Figure 1. Placed cells, one color a class (run 1).
Fill, decap, tap and diode cells in gray.
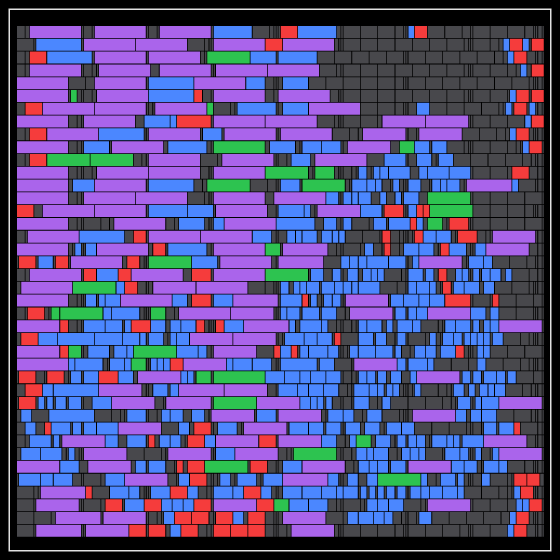
Figure 2. Register map, names as in the netlist (run 1).
The bar under the picture is 20 µm long.
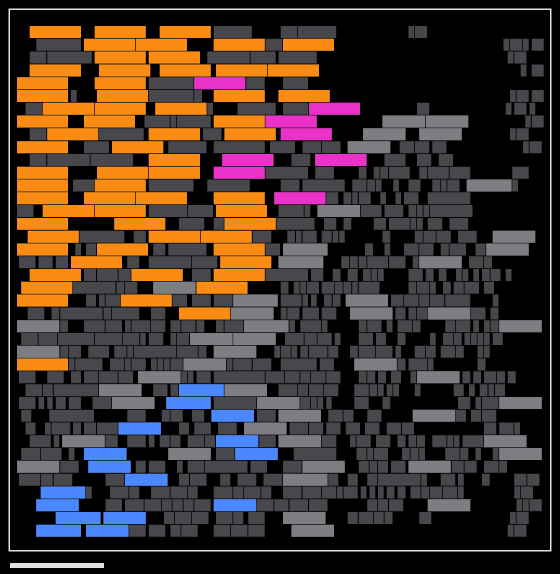
Figure 3. Clock network drawn from the DEF (run 1).
The bar under the picture is 20 µm long.
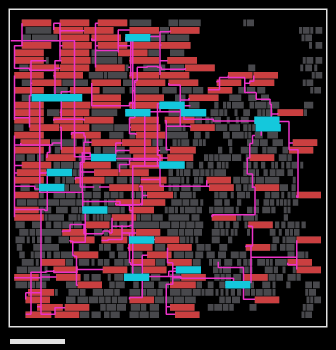
### src/rtl/uart_tx_dev_pkg.sv
// Shared definitions for the bus-mapped UART transmitter: register offsets,
// STATUS bit positions, transmitter state encoding and divisor clamping.
package uart_tx_dev_pkg;

   localparam logic [1:0] UART_DATA   = 2'd0;
   localparam logic [1:0] UART_STATUS = 2'd1;
   localparam logic [1:0] UART_DIV    = 2'd2;

   localparam int ST_BUSY_BIT  = 0;
   localparam int ST_FULL_BIT  = 1;
   localparam int ST_EMPTY_BIT = 2;
   localparam int ST_OVF_BIT   = 3;
   localparam int ST_IE_BIT    = 4;

   localparam logic [15:0] MIN_DIV = 16'd2;

   typedef enum logic [1:0] {
      TX_IDLE  = 2'd0,
      TX_START = 2'd1,
      TX_DATA  = 2'd2,
      TX_STOP  = 2'd3
   } tx_state_e;

   // Bit periods shorter than two cycles cannot be counted down, so clamp.
   function automatic logic [15:0] clamp_div(input logic [15:0] d);
      return (d < MIN_DIV) ? MIN_DIV : d;
   endfunction

endpackage

### src/rtl/uart_tx_fifo.sv
// Synchronous transmit FIFO; a push while full is accepted only when a pop
// frees the head entry in the same cycle, otherwise it is flagged as overflow.
module uart_tx_fifo #(
   parameter int DEPTH = 8,
   parameter int WIDTH = 8
) (
   input  logic             clk_in,
   input  logic             sys_rstn,
   input  logic             push,
   input  logic [WIDTH-1:0] wr_data,
   input  logic             pop,
   output logic [WIDTH-1:0] rd_data,
   output logic             full,
   output logic             empty,
   output logic             overflow
);

   localparam int AW = $clog2(DEPTH);

   logic [WIDTH-1:0] mem [DEPTH];
   logic [AW:0]      wr_ptr;
   logic [AW:0]      rd_ptr;
   logic             do_push;
   logic             do_pop;

   // Extra pointer bit distinguishes full from empty when the indices match.
   assign empty    = (wr_ptr == rd_ptr);
   assign full     = (wr_ptr[AW] != rd_ptr[AW]) && (wr_ptr[AW-1:0] == rd_ptr[AW-1:0]);
   assign do_pop   = pop && !empty;
   assign do_push  = push && (!full || do_pop);
   assign overflow = push && full && !do_pop;
   assign rd_data  = mem[rd_ptr[AW-1:0]];

   always_ff @(posedge clk_in or negedge sys_rstn) begin
      if (!sys_rstn) begin
         wr_ptr <= '0;
         rd_ptr <= '0;
      end else begin
         if (do_push) wr_ptr <= wr_ptr + {{AW{1'b0}}, 1'b1};
         if (do_pop)  rd_ptr <= rd_ptr + {{AW{1'b0}}, 1'b1};
      end
   end

   always_ff @(posedge clk_in) begin
      if (do_push) mem[wr_ptr[AW-1:0]] <= wr_data;
   end

endmodule

### src/rtl/uart_tx_dev.sv
// UART transmitter peripheral: CPU-written bytes are queued and sent as 8N1
// frames, LSB first; irq signals that the queue has fully drained.
module uart_tx_dev
   import uart_tx_dev_pkg::*;
#(
   parameter int BAUD_DIV   = 87,
   parameter int FIFO_DEPTH = 8
) (
   input  logic        clk_in,
   input  logic        sys_rstn,
   input  logic [1:0]  addr,
   input  logic        we,
   input  logic [31:0] wdata,
   output logic [31:0] rdata,
   output logic        uart_txd,
   output logic        irq
);

   tx_state_e   state;
   logic [15:0] div_q;
   logic [15:0] frame_div;
   logic [15:0] cnt;
   logic [2:0]  bit_idx;
   logic [7:0]  shift_q;
   logic        txd_q;
   logic        irq_q;
   logic        ie_q;
   logic        ovf_q;

   logic        fifo_push;
   logic        fifo_pop;
   logic [7:0]  fifo_rd;
   logic        fifo_full;
   logic        fifo_empty;
   logic        fifo_ovf;
   logic        busy;
   logic        bit_end;
   logic        unused_wdata;

   assign fifo_push    = we && (addr == UART_DATA);
   assign fifo_pop     = (state == TX_IDLE) && !fifo_empty;
   assign busy         = (state != TX_IDLE);
   assign bit_end      = (cnt == '0);
   assign uart_txd     = txd_q;
   assign irq          = irq_q;
   assign unused_wdata = ^wdata[31:16];

   uart_tx_fifo #(
      .DEPTH (FIFO_DEPTH),
      .WIDTH (8)
   ) u_fifo (
      .clk_in   (clk_in),
      .sys_rstn (sys_rstn),
      .push     (fifo_push),
      .wr_data  (wdata[7:0]),
      .pop      (fifo_pop),
      .rd_data  (fifo_rd),
      .full     (fifo_full),
      .empty    (fifo_empty),
      .overflow (fifo_ovf)
   );

   // The divisor is latched per frame so DIVISOR writes only affect later frames.
   always_ff @(posedge clk_in or negedge sys_rstn) begin
      if (!sys_rstn) begin
         state     <= TX_IDLE;
         cnt       <= '0;
         bit_idx   <= '0;
         frame_div <= 16'(BAUD_DIV);
         txd_q     <= 1'b1;
      end else begin
         case (state)
            TX_IDLE: begin
               txd_q <= 1'b1;
               if (!fifo_empty) begin
                  state     <= TX_START;
                  frame_div <= div_q;
                  cnt       <= div_q - 16'd1;
                  txd_q     <= 1'b0;
               end
            end
            TX_START: begin
               if (bit_end) begin
                  state   <= TX_DATA;
                  cnt     <= frame_div - 16'd1;
                  bit_idx <= '0;
                  txd_q   <= shift_q[0];
               end else begin
                  cnt <= cnt - 16'd1;
               end
            end
            TX_DATA: begin
               if (bit_end) begin
                  cnt <= frame_div - 16'd1;
                  if (bit_idx == 3'd7) begin
                     state <= TX_STOP;
                     txd_q <= 1'b1;
                  end else begin
                     bit_idx <= bit_idx + 3'd1;
                     txd_q   <= shift_q[1];
                  end
               end else begin
                  cnt <= cnt - 16'd1;
               end
            end
            TX_STOP: begin
               if (bit_end) state <= TX_IDLE;
               else         cnt   <= cnt - 16'd1;
            end
            default: state <= TX_IDLE;
         endcase
      end
   end

   always_ff @(posedge clk_in) begin
      if (fifo_pop)                      shift_q <= fifo_rd;
      else if ((state == TX_DATA) && bit_end) shift_q <= {1'b0, shift_q[7:1]};
   end

   always_ff @(posedge clk_in or negedge sys_rstn) begin
      if (!sys_rstn) begin
         div_q <= 16'(BAUD_DIV);
         ie_q  <= 1'b0;
         ovf_q <= 1'b0;
         irq_q <= 1'b0;
      end else begin
         if (we && (addr == UART_DIV)) div_q <= clamp_div(wdata[15:0]);
         if (we && (addr == UART_STATUS)) begin
            ie_q <= wdata[ST_IE_BIT];
            if (wdata[ST_OVF_BIT]) ovf_q <= 1'b0;
         end
         if (fifo_ovf) ovf_q <= 1'b1;
         irq_q <= ie_q && fifo_empty && (state == TX_IDLE);
      end
   end

   always_comb begin
      rdata = '0;
      case (addr)
         UART_STATUS: begin
            rdata[ST_BUSY_BIT]  = busy;
            rdata[ST_FULL_BIT]  = fifo_full;
            rdata[ST_EMPTY_BIT] = fifo_empty;
            rdata[ST_OVF_BIT]   = ovf_q;
            rdata[ST_IE_BIT]    = ie_q;
         end
         UART_DIV: rdata[15:0] = div_q;
         default:  rdata = '0;
      endcase
   end

endmodule

### config.mk
export PLATFORM = sky130hd
export DESIGN_NAME = uart_tx_dev
export DESIGN_NICKNAME = d
export VERILOG_FILES = /design/src/rtl/uart_tx_dev_pkg.sv /design/src/rtl/uart_tx_fifo.sv /design/src/rtl/uart_tx_dev.sv
export SDC_FILE = /design/constraint.sdc
export NUM_CORES = 1
export LEC_CHECK = 0
export CAP_MARGIN = 20
export CORE_UTILIZATION = 58
export DETAILED_ROUTE_END_ITERATION = 8
export GPL_TIMING_DRIVEN = 0
export MAX_ROUTING_LAYER = met4
export PLACE_DENSITY = 0.81
export SLEW_MARGIN = 5
export SYNTH_ARGS = -nofsm -noshare
export SYNTH_HDL_FRONTEND = slang
export SYNTH_HIERARCHICAL = 1
export SYNTH_SLANG_ARGS = --single-unit
### constraint.sdc
create_clock -name clk_in -period 4 [get_ports clk_in]
set_input_delay 0.4 -clock clk_in [delete_from_list [all_inputs] [get_ports clk_in]]
set_output_delay 0.4 -clock clk_in [all_outputs]
set_load 0.05 [all_outputs]
==> results.txt, run 1 <==
Results of the flow run.

The flow ran to the end, and the final reports show no timing, DRC or antenna violations. According to the timing report, the critical path is captured at u_fifo/mem[5][0]$_DFFE_PP_. The antenna diode count stands at 0. After clock tree synthesis, the setup repair step added 0 buffers. Detailed routing inserted a total of 5252 vias. The power report lists cell-internal power as 4110 µW.

Relative to the synthesized area, the layout overhead comes to 17.8%. The total power density per cell area stands at 767 nW/µm². The post-route clock skew stands at 0.00977 ns. The data required time at the worst endpoint stands at 4.13 ns.

After its last routability iteration, the placer logged a weighted congestion of 0.945. The post-cts hold buffer count stands at 0. The peak per-stage delay on the critical path stands at 0.51 ns.

The synthesized netlist cell count stands at 595. The transition time at the pin with the least slew margin stands at 0.928 ns. TritonCTS created 17 clock buffers. The final timing summary puts the cycle share of the worst path at 0.936. The initial antenna violation count stands at 0. Per the synthesis report, the adder-cell share of the synthesized area is 0.0254. The via count normalized by instance count stands at 6.14.

The biggest slice of the area belongs to registers. The number of violations reported at the end of detailed-routing iteration 0 stands at 465. The pin count of the biggest net entering global routing stands at 66. Tracing the worst setup path back leads to its startpoint at state[0]$_DFFE_PN0P_. Broken down by cell family, the worst path's largest delay share belongs to buffers and inverters. The final-report setup violation count stands at 0.

The worst register-to-register path begins at state[0]$_DFFE_PN0P_. The timing-limited maximum frequency stands at 0.267 GHz. The source-to-sink clock delay at the later pin of the worst-skew pair stands at 0.42 ns.

The STA report counts the stages on the worst setup path as 10. The number of non-clock inverters stands at 14. The share of cell area taken by flip-flops and latches stands at 0.437.

The stat command in Yosys gives a chip area of 7390 µm². The post-detailed-route DRC marker count stands at 0. The post-layout net count stands at 726. The normalized max-slew margin stands at 0.375. The layout has 18 clock buffers.

After synthesis, the largest family of logic cells by area is multiplexers. Yosys stat counts 595 cells in the synthesized netlist. The floorplan step defined a core boundary enclosing 12200 µm².

The most used flip-flop cell after synthesis is edfxtp_1. Counting distinct cell types in the post-synthesis netlist gives 76. On met3, the global router reports a usage of 0.0575.

Sorting the synthesized cells by area gives the leading types as edfxtp_1, dfrtp_1, mux2_2, dfstp_2, mux4_1. The count of endpoints failing hold in the final timing report stands at 0. The worst hold slack stands at 0.0925 ns. The net switching power in the latest report is 2560 µW. The global-route usage over all layers stands at 0.304.

The count of nets left with antenna violations after detail routing stands at 0. The portion of the post-synthesis area used by sequential elements stands at 0.515. The multi-input logic portion of the cell area stands at 0.376. Per the OpenROAD floorplan log, the width of the die is 115 µm.

The footprint of the flip-flops and latches stands at 3800 µm². The floorplan die height stands at 115 µm. Gates resized during post-CTS repair numbered 0. After global routing, the most crowded layer is met2. The placement row count stands at 40. The synthesis log from Yosys contains 6 warnings.

Measured against the total synthesized area, the mux share comes to 0.128. The share of cells above drive strength 1 stands at 0.240. Together, buffers and inverters on the worst path number 6. The total number of clock tree sinks stands at 137. The share of total power dissipated in sequential elements is 0.338. In this run, synthesis inferred 72 flip-flops with an integrated enable.

The number of synthesized register bits stands at 137. The cell-mix breakdown from Yosys lists the compound-gate area share as 0.102. The first global-routing pass estimated 28500 µm of wire. The cell sequence reported for the critical path is inv_1 -> ha_1 -> clkbuf_1 -> inv_1 -> nor2_2 -> clkbuf_1 -> buf_2 -> o31ai_2 -> nor3_1 -> buf_4.

The max-cap check violation count stands at 0. On met2, the global router reports a usage of 0.497. The number of fill cells in the layout stands at 848. The number of multi-input combinational cells stands at 408. For the worst reg-to-reg path, the endpoint reported by OpenROAD is u_fifo/mem[5][0]$_DFFE_PP_. TritonCTS built the clock tree. The worst setup path is captured at a flop. The maximum vdd ir drop stands at 0.545 mV. The number of cell instances on the worst register-to-register path stands at 10. The average instance in the mapped netlist occupies 12.4 µm². Per the final report, the share of cell area in non-clock buffers is 0.0896. The area of the multi-input gates stands at 3270 µm².

The via count of the first global-routing pass is 5180. For the worst setup path, the data arrival time is 3.88 ns. The total tool warning count stands at 49.

For this design the top-level I/O count stands at 71. The top-area cell type share of the netlist area stands at 0.293. The switching portion of total power comes to 0.384. The maximum clock path buffer count stands at 2. The share of total power dissipated in combinational logic is 0.426. After routing, the total negative slack on setup checks comes to 0 ns. In the global route stage, met1 resource usage came out at 0.375. The shortest period the worst path allows stands at 3.75 ns. The simple logic cell fraction of the synthesized area stands at 0.124. The detail-routed net length per standard cell stands at 21.0 µm.

The chip area stands at 13200 µm². The worst setup path is launched from a flop. In the setup report, the worst path falls into the class reg -> reg. According to the hold report, the worst path is of the in -> async type.

The floorplan step records an initial core utilization of 0.605. The report shows a maximum critical-path fanout of 10. The slowest stage of the critical path belongs to the cell nor3_1. The non-clock buffer total of the final layout stands at 96.

The share of final layout cell area taken by clock buffers and inverters stands at 0.0674. The final layout contains routed wiring with a total length of 17900 µm. The power report attributes to the clock group a share of 0.236. Per the synthesis report, the XOR/XNOR share of the synthesized area is 0.0518. Setup repair after global routing could not meet its margin everywhere. The number of buffer cells added on primary ports stands at 38. CTS placed an instance of clkbuf_16 at the clock tree root.
Notes on Figure 1 above:
Key: green = clock drivers and dummy loads [cells 32]; red = remaining buffers and delay cells [cells 96]; blue = remaining logic cells [cells 422]; purple = registers [cells 137]

Notes on Figure 2 above:
Key: blue = div_q [flops 16, where south-west]; orange = u_fifo/mem [flops 64]; magenta = shift_q [flops 8, where north]
Another 49 sequential cells are not colored.

Notes on Figure 3 above:
Key: red = flip-flops [count 137]; magenta = clock wires [length 1670 µm]; cyan = clock-net drivers [count 17]
Position of the flops: all over the die.

==> run 1: through the flow <==
step	setup slack, ns	std cells	area (µm²)	util	total power [µW]
after detailed placement	0.149	823	8110	0.664	5020
after floorplan	0.370	610	7440	-	4320
after global placement	-0.644	816	8030	0.658	4890
final	0.255	855	8700	0.713	6670
after CTS	0.0690	855	8690	0.712	6640
after global routing	-0.0222	855	8700	0.713	7020
==> run 1: layer usage <==
metal	vias up	share of wire
met3	34	0.056
met2	236	0.51
met4	0	0.024
li1	2363	-
met1	2619	0.41
met5	-	0
==> run 1: power by group through the flow <==
stage	combinational [µW]	clock (µW)	sequential [µW]
4_1_cts	2810	1590	2240
3_3_place_gp	2660	0	2230
3_5_place_dp	2760	0	2250
2_1_floorplan	2160	0	2170
6_report	2840	1570	2250
5_1_grt	3090	1640	2290
==> run 1: Yosys cell counts, types with 9 or more instances <==
cell	instances
edfxtp_1	72
dfrtp_1	54
nor2_1	37
mux2_2	36
nand2_1	34
o21ai_0	24
xnor2_1	23
buf_4	17
xor2_1	17
a21oi_1	15
and2_1	15
ha_1	15
nor4_1	15
clkbuf_1	14
inv_1	14
nor3_1	13
nand3_1	12
dfstp_2	11
buf_2	10
mux2_4	9
==> run 1: layout by cell type (no fill, tap or decap), types with 16 or more instances in the layout <==
| cell | n |
|---|---|
| conb_1 | 16 |
| nand2_1 | 34 |
| clkdlybuf4s50_1 | 37 |
| clkbuf_16 | 17 |
| edfxtp_1 | 72 |
| xnor2_1 | 23 |
| nor2_1 | 36 |
| buf_4 | 25 |
| o21ai_0 | 24 |
| dfrtp_1 | 54 |
| xor2_1 | 17 |
| mux2_2 | 36 |
--- run 2 (diff from run 1) ---
CELL_PAD_IN_SITES_DETAIL_PLACEMENT = 1   (was unset)
CELL_PAD_IN_SITES_GLOBAL_PLACEMENT = 2   (was unset)
CORE_UTILIZATION = 40   (was 58)
PLACE_DENSITY = unset   (was 0.81)
PLACE_DENSITY_LB_ADDON = 0.1   (was unset)
Figure 4. Wiring by layer (run 2).
The bar under the picture is 50 µm long. Two of the layers only.
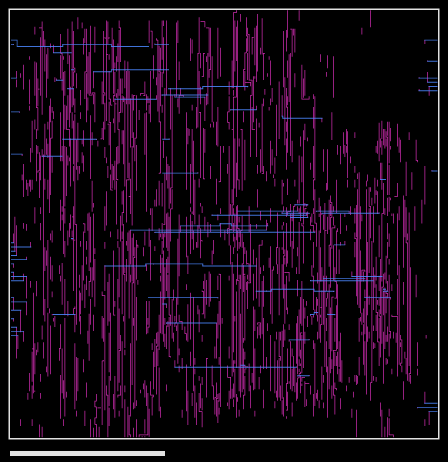
Key: magenta = M2 [wire length 9340 µm]; blue = M3 [wire length 751 µm]

==> run 2 against run 1 <==
Worst setup slack better by 0.050 ns. Largest power group unchanged. Synthesized area unchanged. Final cell count is 7.0% higher. Clock-buffer cell count decreased by 1. Critical path depth is the same. Register-to-register slack better by 0.05 ns. Utilization down 22 points. Non-clock buffer count is 1 lower. Fmax is 1.4% higher. Global-route usage decreased by 7.1 points. First-iteration DRC count decreased by 31%.
==> results.txt, run 2 <==
Results of the flow run.

The synthesized netlist cell count stands at 595 (unchanged). The routability-driven placement congestion ratio is 0.839 (-11%). The chip area is 19000 µm² (+44%). The critical-path maximum fanout came to 10 (unchanged).

From synthesis to final layout, the design area changed by 19.7%. TritonCTS built the clock tree. Traced cell by cell, the critical path runs through inv_1 -> ha_1 -> clkbuf_1 -> inv_1 -> nor2_4 -> buf_1 -> buf_2 -> nor3_4 -> nor4_2 -> buf_4. The most common logic cells in the final layout are edfxtp_1, dfrtp_1, clkdlybuf4s50_1. STA classifies the critical path startpoint as a flop. The detail-routed net length per standard cell was 21.9 µm (+4.4%). The post-route clock skew came to 0.0124 ns (+0.00262 ns). The worst hold slack came to 0.426 ns (+0.334 ns). Per the synth stats, the proportion of register bits with asynchronous set or reset is 0.474.

Before any placement, the netlist area is recorded as 7390 µm². Counting only logic cells after layout, the most numerous master is edfxtp_1. The number of flip-flops under the largest register name stands at 64. The tally of unique sky130hd cells used after synthesis is 76 (unchanged). The antenna diode count came to 0 (unchanged).

The flow ran to the end, and the final reports show no timing, DRC or antenna violations. The simple logic cell fraction of the synthesized area was 0.124 (unchanged). The met2 routing resource usage after global routing was 0.352 (-0.145). The max-cap check violation count is 0 (unchanged).

The total setup buffers inserted after CTS stands at 0 (unchanged). Setup repair after global routing left no endpoint under its margin. Among the non-sequential cells, multiplexers take the most area. The timing-limited maximum frequency stands at 0.271 GHz (+1.4%). The post-cts resize count stands at 2 (+2). The arrival time of data at the critical path endpoint stands at 3.83 ns (-0.05 ns). The count of endpoints failing hold in the final timing report was 0 (unchanged).

The met3 track demand over resource in global routing stands at 0.0439 (-0.0136). The final sum of negative setup slack is 0 ns (unchanged). The adder-cell area share of the yosys netlist was 0.0254 (unchanged). The met1 track demand over resource in global routing stands at 0.314 (-0.0608). The number of enable-type register cells in the synthesized netlist was 72 (unchanged). The share of cells above drive strength 1 stands at 0.243 (+0.00327). The static leakage power stands at 0.00339 µW. The peak per-stage delay on the critical path came to 0.50 ns (about the same).

The synthesized-area fraction occupied by ao, oa, aoi and oai cells came to 0.102 (unchanged). The critical path is of the reg -> reg type. The post-layout net count stands at 725 (-0.14%).

The portion of the post-synthesis area used by sequential elements is 0.515 (unchanged). The number of ports placed on the die boundary stands at 71 (unchanged). The total placed cells including tap cells stands at 882 (+7.2%). Pins over their slew limit in the final report were tallied at 0. The number of cell instances on the worst register-to-register path was 10 (unchanged).

The number of violations reported at the end of detailed-routing iteration 0 stands at 321 (-31%). The normalized max-slew margin came to 0.275 (-0.100). The global routing stage identified its most utilized layer as met2. In this run the critical register-to-register path is launched from state[1]$_DFFE_PN0P_. The final-report setup violation count stands at 0 (unchanged). Per the timing report, the most critical flop-to-flop path finishes at u_fifo/mem[0][1]$_DFFE_PP_. Grouping stages by cell kind, the critical path spends the most delay in buffers and inverters. The count of nets left with antenna violations after detail routing is 0 (unchanged). The share of the clock period used by the worst path after layout is 0.924 (-0.0126). The most critical setup path has its endpoint at u_fifo/mem[0][1]$_DFFE_PP_. STA classifies the critical path endpoint as a flop. The shortest period the worst path allows was 3.69 ns (-0.0502 ns). The pin count of the biggest net entering global routing is 45 (-32%). The mean area per synthesized cell was 12.4 µm² (unchanged).

Per the synthesis report, the dominant area consumer among library cells is edfxtp_1. The multiplexer fraction of the synthesized cell area stands at 0.128 (unchanged). The number of levels the H-tree was split into stands at 4. The buffer-and-inverter tally for the worst setup path is 6 (unchanged). Tracing the worst setup path back leads to its startpoint at state[1]$_DFFE_PN0P_.

The yosys stat chip area stands at 7390 µm² (unchanged). The post-synthesis cell count from yosys is 595 (unchanged). The core area was 18000 µm² (+48%). The global-route usage over all layers is 0.233 (-0.0706).

Among all stages on the critical path, the largest delay is contributed by buf_1. The number of synthesized register bits stands at 137 (unchanged). In the synthesized netlist the dominant register cell turns out to be edfxtp_1. The clock-pin slew of the registers on the worst-case setup and hold paths stands at 0.07 ns. The number of buffer cells added on primary ports stands at 38 (unchanged). Recorded from the global router log, the overflow total was 0. The final instance count without filler cells stands at 915 (+7.0%). Once detailed placement completed, the half-perimeter wirelength came to 14400 µm. The total tool warning count stands at 48 (-2.0%). Looking at the clock tree report, the root buffer type is clkbuf_16. The total power density per cell area is 767 nW/µm² (about the same). The width of the chip stands at 138 µm (+20%). The data required time at the worst endpoint stands at 4.13 ns (about the same).

The setup check on the worst reg-to-reg path leaves a slack of 0.31 ns. The maximum vdd ir drop stands at 0.357 mV (-34%). The synthesis stats list as the most numerous cell edfxtp_1. The detailed-route via count stands at 5118 (-2.6%). The total stage count of the critical path came to 10 (unchanged).

The cell that appears most often on the critical path is inv_1. The number of warnings printed during yosys synthesis was 6 (unchanged). The post-detailed-route DRC marker count stands at 0 (unchanged).

The fraction of the core area occupied by cells at floorplan is 0.410 (-0.195). The number of fill cells in the layout stands at 1905 (+120%). After synthesis, the most frequently instantiated cells are edfxtp_1, dfrtp_1, nor2_1.

The XOR/XNOR share of the synthesized area stands at 0.0518 (unchanged). The top-area cell type share of the netlist area is 0.293 (unchanged). The total CTS buffers stands at 17 (unchanged). The via count of the first global-routing pass came to 5309 (+2.5%). The floorplan die height is 138 µm (+20%).

The source-to-sink clock delay at the later pin of the worst-skew pair is 0.42 ns (about the same). The post-cts hold buffer count came to 1 (+1). The via count normalized by instance count is 5.59 (-8.9%).

The global-route wire length before repair stands at 31100 µm (+9.3%). Note that the worst hold path type here is in -> async. The initial antenna violation count stands at 0 (unchanged).

By area the synthesized netlist is led by edfxtp_1, dfrtp_1, mux2_2, dfstp_2, mux4_1. The transition time at the pin with the least slew margin is 1.08 ns (+0.149 ns). The placement row count came to 49 (+23%).

The wire length reported by the detailed router was 20000 µm (+12%). The total number of clock tree sinks was 137 (unchanged). The maximum clock path buffer count stands at 2 (unchanged). The pre-antenna-repair detailed-routing pass consisted of 5 iterations.
Figure 5. Register map, names as in the netlist (run 2).
The bar under the picture is 50 µm long.
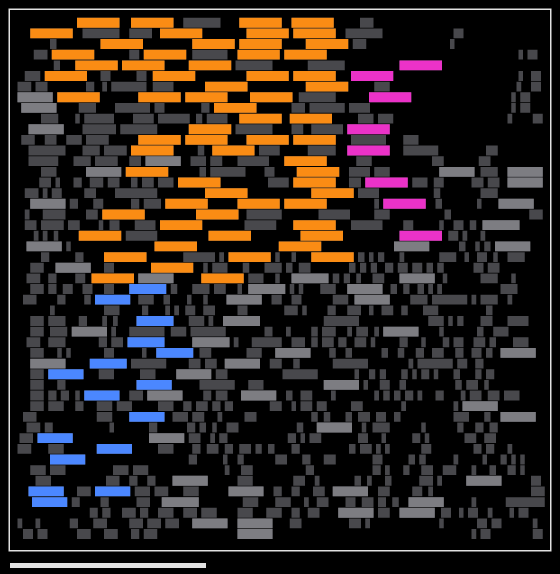
Key: magenta = shift_q [flops 8]; orange = u_fifo/mem [flops 64]; blue = div_q [flops 16]
Another 49 sequential cells are not colored.

run 2: cell counts after synthesis:
No cell type changed its count.
run 2: cells by family (layout without fill, tap and decap cells):
family | Yosys count | count (layout)
and+or+nand+nor | 169 | 169
DFF | 137 | 137
AOI/OAI and AO/OA | 104 | 104
buffers and inverters | 65 | 141
muxes | 62 | 62
xor gates and xnor gates | 42 | 42
adders and majority gates | 15 | 15
other | 1 | 16
run 2: through the flow:
| stage | area, µm² | worst slack [ns] | utilization | total power (µW) |
|---|---|---|---|---|
| floorplan | 7440 | 0.370 | - | 4320 |
| global placement | 8110 | -0.896 | 0.450 | 5050 |
| detailed placement | 8200 | -0.214 | 0.455 | 5190 |
| CTS | 8810 | 0.0117 | 0.489 | 6800 |
| global route | 8840 | 0.0442 | 0.490 | 7170 |
| finish | 8840 | 0.305 | 0.490 | 6780 |
run 2: metal layers:
metal	wire length [µm]	up-vias
met5	0	-
met4	350	0
met3	750	20
met2	9340	113
met1	9580	2625
li1	-	2360
run 2: where the power goes:
group / switching (µW) / total (µW) / leakage, µW / internal, µW
Clock: 687 / 1570 / 0.000286 / 883
Sequential: 353 / 2250 / 0.00143 / 1900
Combinational: 1670 / 2960 / 0.00168 / 1290
run 2: final cells by class:
| cell class | instances | area, µm² | share of cell area |
|---|---|---|---|
| plain buffers | 51 | 349 | 0.0395 |
| clock buffers | 17 | 425 | 0.0481 |
| clock inverters | 15 | 155 | 0.0175 |
| inverters | 14 | 52.6 | 0.00594 |
| multi-input cells | 408 | 3320 | 0.376 |
| flip-flops and latches | 137 | 3800 | 0.430 |
| well taps | 229 | 287 | 0.0324 |
| repair buffers | 44 | 445 | 0.0504 |
No activity file was given, so power comes from the tool's default toggle rates.
